`src/rtl/mem_if_pkg.sv`:
```
// Shared definitions for the cache-line memory interface and its burst adaptor:
// default widths, adaptor state encoding and the beat-index type.
package mem_if_pkg;

  localparam int LINE_W_DEFAULT = 256;
  localparam int BEAT_W_DEFAULT = 64;

  typedef enum logic [1:0] {
    IDLE,
    RD_BURST,
    WR_BURST,
    DONE
  } state_t;

  typedef logic [1:0] beat_idx_t;

  // Clears the byte-offset bits of a line address.
  function automatic logic [31:0] line_align(input logic [31:0] addr, input int line_w);
    return addr & ~32'(line_w / 8 - 1);
  endfunction

endpackage

```
`src/rtl/line_burst_adaptor_if.sv`:
```
// Cache-line request interface (requester <-> adaptor) and physical-memory
// burst interface (adaptor <-> memory).
interface line_if #(
  parameter int LINE_W = mem_if_pkg::LINE_W_DEFAULT
) ();
  logic [31:0]       line_addr_i;
  logic              line_read_i;
  logic              line_write_i;
  logic [LINE_W-1:0] line_wdata_i;
  logic [LINE_W-1:0] line_rdata_o;
  logic              resp_o;

  modport master (
    output line_addr_i, line_read_i, line_write_i, line_wdata_i,
    input  line_rdata_o, resp_o
  );

  modport slave (
    input  line_addr_i, line_read_i, line_write_i, line_wdata_i,
    output line_rdata_o, resp_o
  );
endinterface

interface burst_if #(
  parameter int BEAT_W = mem_if_pkg::BEAT_W_DEFAULT
) ();
  logic [31:0]       burst_addr_o;
  logic              burst_read_o;
  logic              burst_write_o;
  logic [BEAT_W-1:0] burst_wdata_o;
  logic [BEAT_W-1:0] burst_rdata_i;
  logic              burst_resp_i;

  modport master (
    output burst_addr_o, burst_read_o, burst_write_o, burst_wdata_o,
    input  burst_rdata_i, burst_resp_i
  );

  modport slave (
    input  burst_addr_o, burst_read_o, burst_write_o, burst_wdata_o,
    output burst_rdata_i, burst_resp_i
  );
endinterface

```
`src/rtl/line_burst_adaptor.sv`:
```
// Converts one cache-line read or write into a BEATS-beat burst on the memory
// bus and pulses resp_o for one cycle once the last beat has been taken.
module line_burst_adaptor
  import mem_if_pkg::*;
#(
  parameter int LINE_W = LINE_W_DEFAULT,
  parameter int BEAT_W = BEAT_W_DEFAULT
) (
  input  logic     clk,
  input  logic     rst,
  line_if.slave    line,
  burst_if.master  burst
);

  localparam int        BEATS     = LINE_W / BEAT_W;
  localparam beat_idx_t LAST_BEAT = beat_idx_t'(BEATS - 1);

  state_t            state_reg, state_next;
  beat_idx_t         cnt_reg, cnt_next;
  logic [31:0]       addr_reg, addr_next;
  logic [LINE_W-1:0] rbuf_reg, rbuf_next;
  logic [LINE_W-1:0] wline_reg, wline_next;

  always_ff @(posedge clk) begin
    if (rst) begin
      state_reg <= IDLE;
      cnt_reg   <= '0;
      addr_reg  <= '0;
      rbuf_reg  <= '0;
      wline_reg <= '0;
    end else begin
      state_reg <= state_next;
      cnt_reg   <= cnt_next;
      addr_reg  <= addr_next;
      rbuf_reg  <= rbuf_next;
      wline_reg <= wline_next;
    end
  end

  always_comb begin
    state_next = state_reg;
    cnt_next   = cnt_reg;
    addr_next  = addr_reg;
    rbuf_next  = rbuf_reg;
    wline_next = wline_reg;

    unique case (state_reg)
      IDLE: begin
        // Read has priority when both requests are raised together.
        if (line.line_read_i) begin
          state_next = RD_BURST;
          addr_next  = line_align(line.line_addr_i, LINE_W);
          cnt_next   = '0;
        end else if (line.line_write_i) begin
          state_next = WR_BURST;
          addr_next  = line_align(line.line_addr_i, LINE_W);
          wline_next = line.line_wdata_i;
          cnt_next   = '0;
        end
      end
      RD_BURST: begin
        if (burst.burst_resp_i) begin
          rbuf_next[int'(cnt_reg)*BEAT_W +: BEAT_W] = burst.burst_rdata_i;
          cnt_next = cnt_reg + 1'b1;
          if (cnt_reg == LAST_BEAT) begin
            state_next = DONE;
          end
        end
      end
      WR_BURST: begin
        if (burst.burst_resp_i) begin
          cnt_next = cnt_reg + 1'b1;
          if (cnt_reg == LAST_BEAT) begin
            state_next = DONE;
          end
        end
      end
      DONE: begin
        state_next = IDLE;
      end
      default: begin
        state_next = IDLE;
      end
    endcase
  end

  // Moore outputs: all decoded from registers only.
  assign burst.burst_read_o  = (state_reg == RD_BURST);
  assign burst.burst_write_o = (state_reg == WR_BURST);
  assign burst.burst_addr_o  = addr_reg;
  assign burst.burst_wdata_o = (state_reg == WR_BURST) ?
                               wline_reg[int'(cnt_reg)*BEAT_W +: BEAT_W] : '0;
  assign line.resp_o         = (state_reg == DONE);
  assign line.line_rdata_o   = rbuf_reg;

endmodule
```
`src/flat_wrapper.sv`:
```
// flat-port wrapper written by rule: the top's interface ports become plain ports
module line_burst_adaptor_flat import mem_if_pkg::*;
#(
  parameter int LINE_W = LINE_W_DEFAULT,
  parameter int BEAT_W = BEAT_W_DEFAULT
)
  (clk, rst, line_line_addr_i, line_line_read_i, line_line_write_i, line_line_wdata_i, line_line_rdata_o, line_resp_o, burst_burst_addr_o, burst_burst_read_o, burst_burst_write_o, burst_burst_wdata_o, burst_burst_rdata_i, burst_burst_resp_i);
  line_if #(.LINE_W(LINE_W)) line_i ();
  burst_if #(.BEAT_W(BEAT_W)) burst_i ();
  input  logic clk;
  input  logic rst;
  input wire logic [$bits(line_i.line_addr_i)-1:0] line_line_addr_i;
  input wire logic [$bits(line_i.line_read_i)-1:0] line_line_read_i;
  input wire logic [$bits(line_i.line_write_i)-1:0] line_line_write_i;
  input wire logic [$bits(line_i.line_wdata_i)-1:0] line_line_wdata_i;
  output wire logic [$bits(line_i.line_rdata_o)-1:0] line_line_rdata_o;
  output wire logic [$bits(line_i.resp_o)-1:0] line_resp_o;
  output wire logic [$bits(burst_i.burst_addr_o)-1:0] burst_burst_addr_o;
  output wire logic [$bits(burst_i.burst_read_o)-1:0] burst_burst_read_o;
  output wire logic [$bits(burst_i.burst_write_o)-1:0] burst_burst_write_o;
  output wire logic [$bits(burst_i.burst_wdata_o)-1:0] burst_burst_wdata_o;
  input wire logic [$bits(burst_i.burst_rdata_i)-1:0] burst_burst_rdata_i;
  input wire logic [$bits(burst_i.burst_resp_i)-1:0] burst_burst_resp_i;
  assign line_i.line_addr_i = line_line_addr_i;
  assign line_i.line_read_i = line_line_read_i;
  assign line_i.line_write_i = line_line_write_i;
  assign line_i.line_wdata_i = line_line_wdata_i;
  assign line_line_rdata_o = line_i.line_rdata_o;
  assign line_resp_o = line_i.resp_o;
  assign burst_burst_addr_o = burst_i.burst_addr_o;
  assign burst_burst_read_o = burst_i.burst_read_o;
  assign burst_burst_write_o = burst_i.burst_write_o;
  assign burst_burst_wdata_o = burst_i.burst_wdata_o;
  assign burst_i.burst_rdata_i = burst_burst_rdata_i;
  assign burst_i.burst_resp_i = burst_burst_resp_i;
  line_burst_adaptor #(.LINE_W(LINE_W), .BEAT_W(BEAT_W)) u_core (.clk(clk), .rst(rst), .line(line_i), .burst(burst_i));
endmodule
```
`config.mk`:
```
export PLATFORM = sky130hd
export DESIGN_NAME = line_burst_adaptor_flat
export DESIGN_NICKNAME = d
export VERILOG_FILES = /design/src/rtl/mem_if_pkg.sv /design/src/rtl/line_burst_adaptor_if.sv /design/src/rtl/line_burst_adaptor.sv /design/src/flat_wrapper.sv
export SDC_FILE = /design/constraint.sdc
export NUM_CORES = 1
export LEC_CHECK = 0
export CORE_AREA = 2 2 281 283
export DETAILED_ROUTE_END_ITERATION = 10
export DIE_AREA = 0 0 283 285
export GPL_TIMING_DRIVEN = 1
export PLACE_DENSITY = 0.52
export SYNTH_ARGS = -nofsm -noshare
export SYNTH_HDL_FRONTEND = slang
export SYNTH_SLANG_ARGS = --single-unit
```
`constraint.sdc`:
```
create_clock -name clk -period 3 [get_ports clk]
set_input_delay 0.9 -clock clk [delete_from_list [all_inputs] [get_ports clk]]
set_output_delay 0.9 -clock clk [all_outputs]
set_load 0.005 [all_outputs]
```
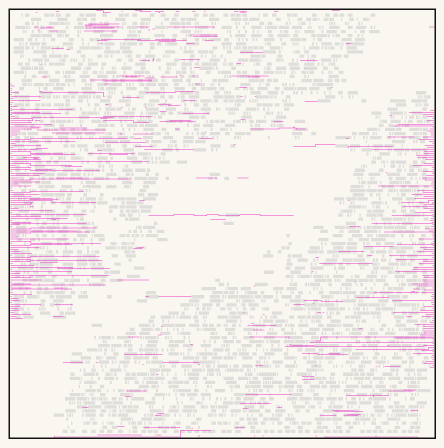
met3.png
(1.5 px per um) Cells faint in the background.
longest straight run: 92.7 um
main direction: horizontal
GRT met3 Usage: 0.0584
total number of vias: 20400
DRT Wirelength: 89.9 mm

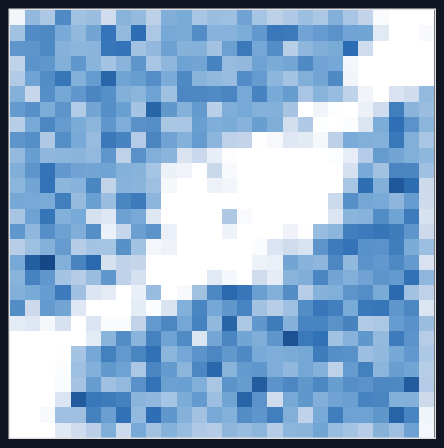
density.png
(1.5 px per um) 28 x 28 tiles, from white (low) to dark blue (high), 0 to 100% covered.
emptiest ninth of the die: centre
mean over tiles: 39%
tiles over 75% full: 2.3%
fullest tile: 90%
nearly empty tiles: 16%
Finished Core Util: 0.420
Pre-Place Util: 0.273
Core Box Area: 0.0780 mm2

==> reports/results.tsv <==
stage	metric	value	unit
sta	final.min_clock_period	3120	ps
layout	final_nets	3545	
place	hpwl	61.1	mm
place	numPortBuffers	701	
power	power.density	680	mW/mm2
logic_synthesis	mux_share	0.0678	
drt	dr.first_iter.drc_count	1370	
setup_path	cp_data_required_time	2100	ps
layout	nNonClkBuffers	824	
sta	slew_headroom	0.648	
sta	setup_viol	54	
power	power_frac_seq	0.362	
floorplan	tap_cells	1050	
setup_path	end_kind	primary output	
clock_tree	cts_num_sinks	543	
setup_path	critPathSlowestCell	mux4_2	
logic_synthesis	area_leaders	dfxtp_1, nand2_1, a21oi_1	
run	warnings	44	
floorplan	core.rowCount	103	
layout	comb_cells	1734	
sta	timing.final.ws_setup	-121	ps
status	violations	negative setup slack	
global_route	grt_max_degree	100	
logic_synthesis	ys.flops	543	
layout	layout.nonclk_buf_frac	0.270	
floorplan	io_pins	712	
layout	finalNonFillerCells	4280	
power	p_int	15.5	mW
sta	rsz0062_at_grt	yes	
place	dp_cells	4106	
logic_synthesis	yosysMostFrequentCell	nand2_1	
setup_path	timing.rr.end	u_core.line.line_rdata_o[230]	
logic_synthesis	common_cells	nand2_1, dfxtp_1, a21oi_1	
layout	clkbuf_count	89	
min_path	whs_path_depth	2	
status	status	finished with violations	
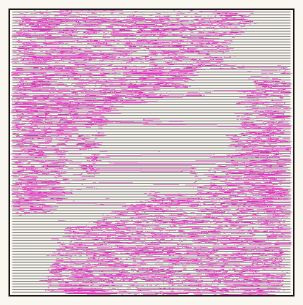
met1.png
(1 px per um) Supply wires on this layer in grey.
share of all routed wire: 41%
nets with wire on the layer: 3229
main direction: horizontal
longest straight run: 100 um
met1 GRT Util: 0.264

-- cell families after synthesis --
family / Yosys count
flip-flops: 543
AND/OR/NAND/NOR: 1100
adder cells (fa/ha/maj): 13
multiplexers: 64
AND-OR/OR-AND: 552
buffers and inverters: 238
other: 1
-- power by group through the flow --
stage / clock (mW) / sequential, mW / combinational (mW)
2_1_floorplan: 0 / 8.14 / 2.72
3_3_place_gp: 0 / 8.23 / 5.07
3_5_place_dp: 0 / 8.24 / 5.08
4_1_cts: 8.45 / 8.05 / 5.97
5_1_grt: 8.72 / 8.11 / 6.44
6_report: 8.23 / 8.06 / 5.98
-- metal layers --
metal,GRT usage,vias up,share of wire
met4,0.0814,2,0.035
li1,-,9852,-
met3,0.0584,138,0.068
met2,0.358,616,0.48
met1,0.264,9800,0.41
met5,0,-,0.00014
Power and IR drop assume default switching activity.
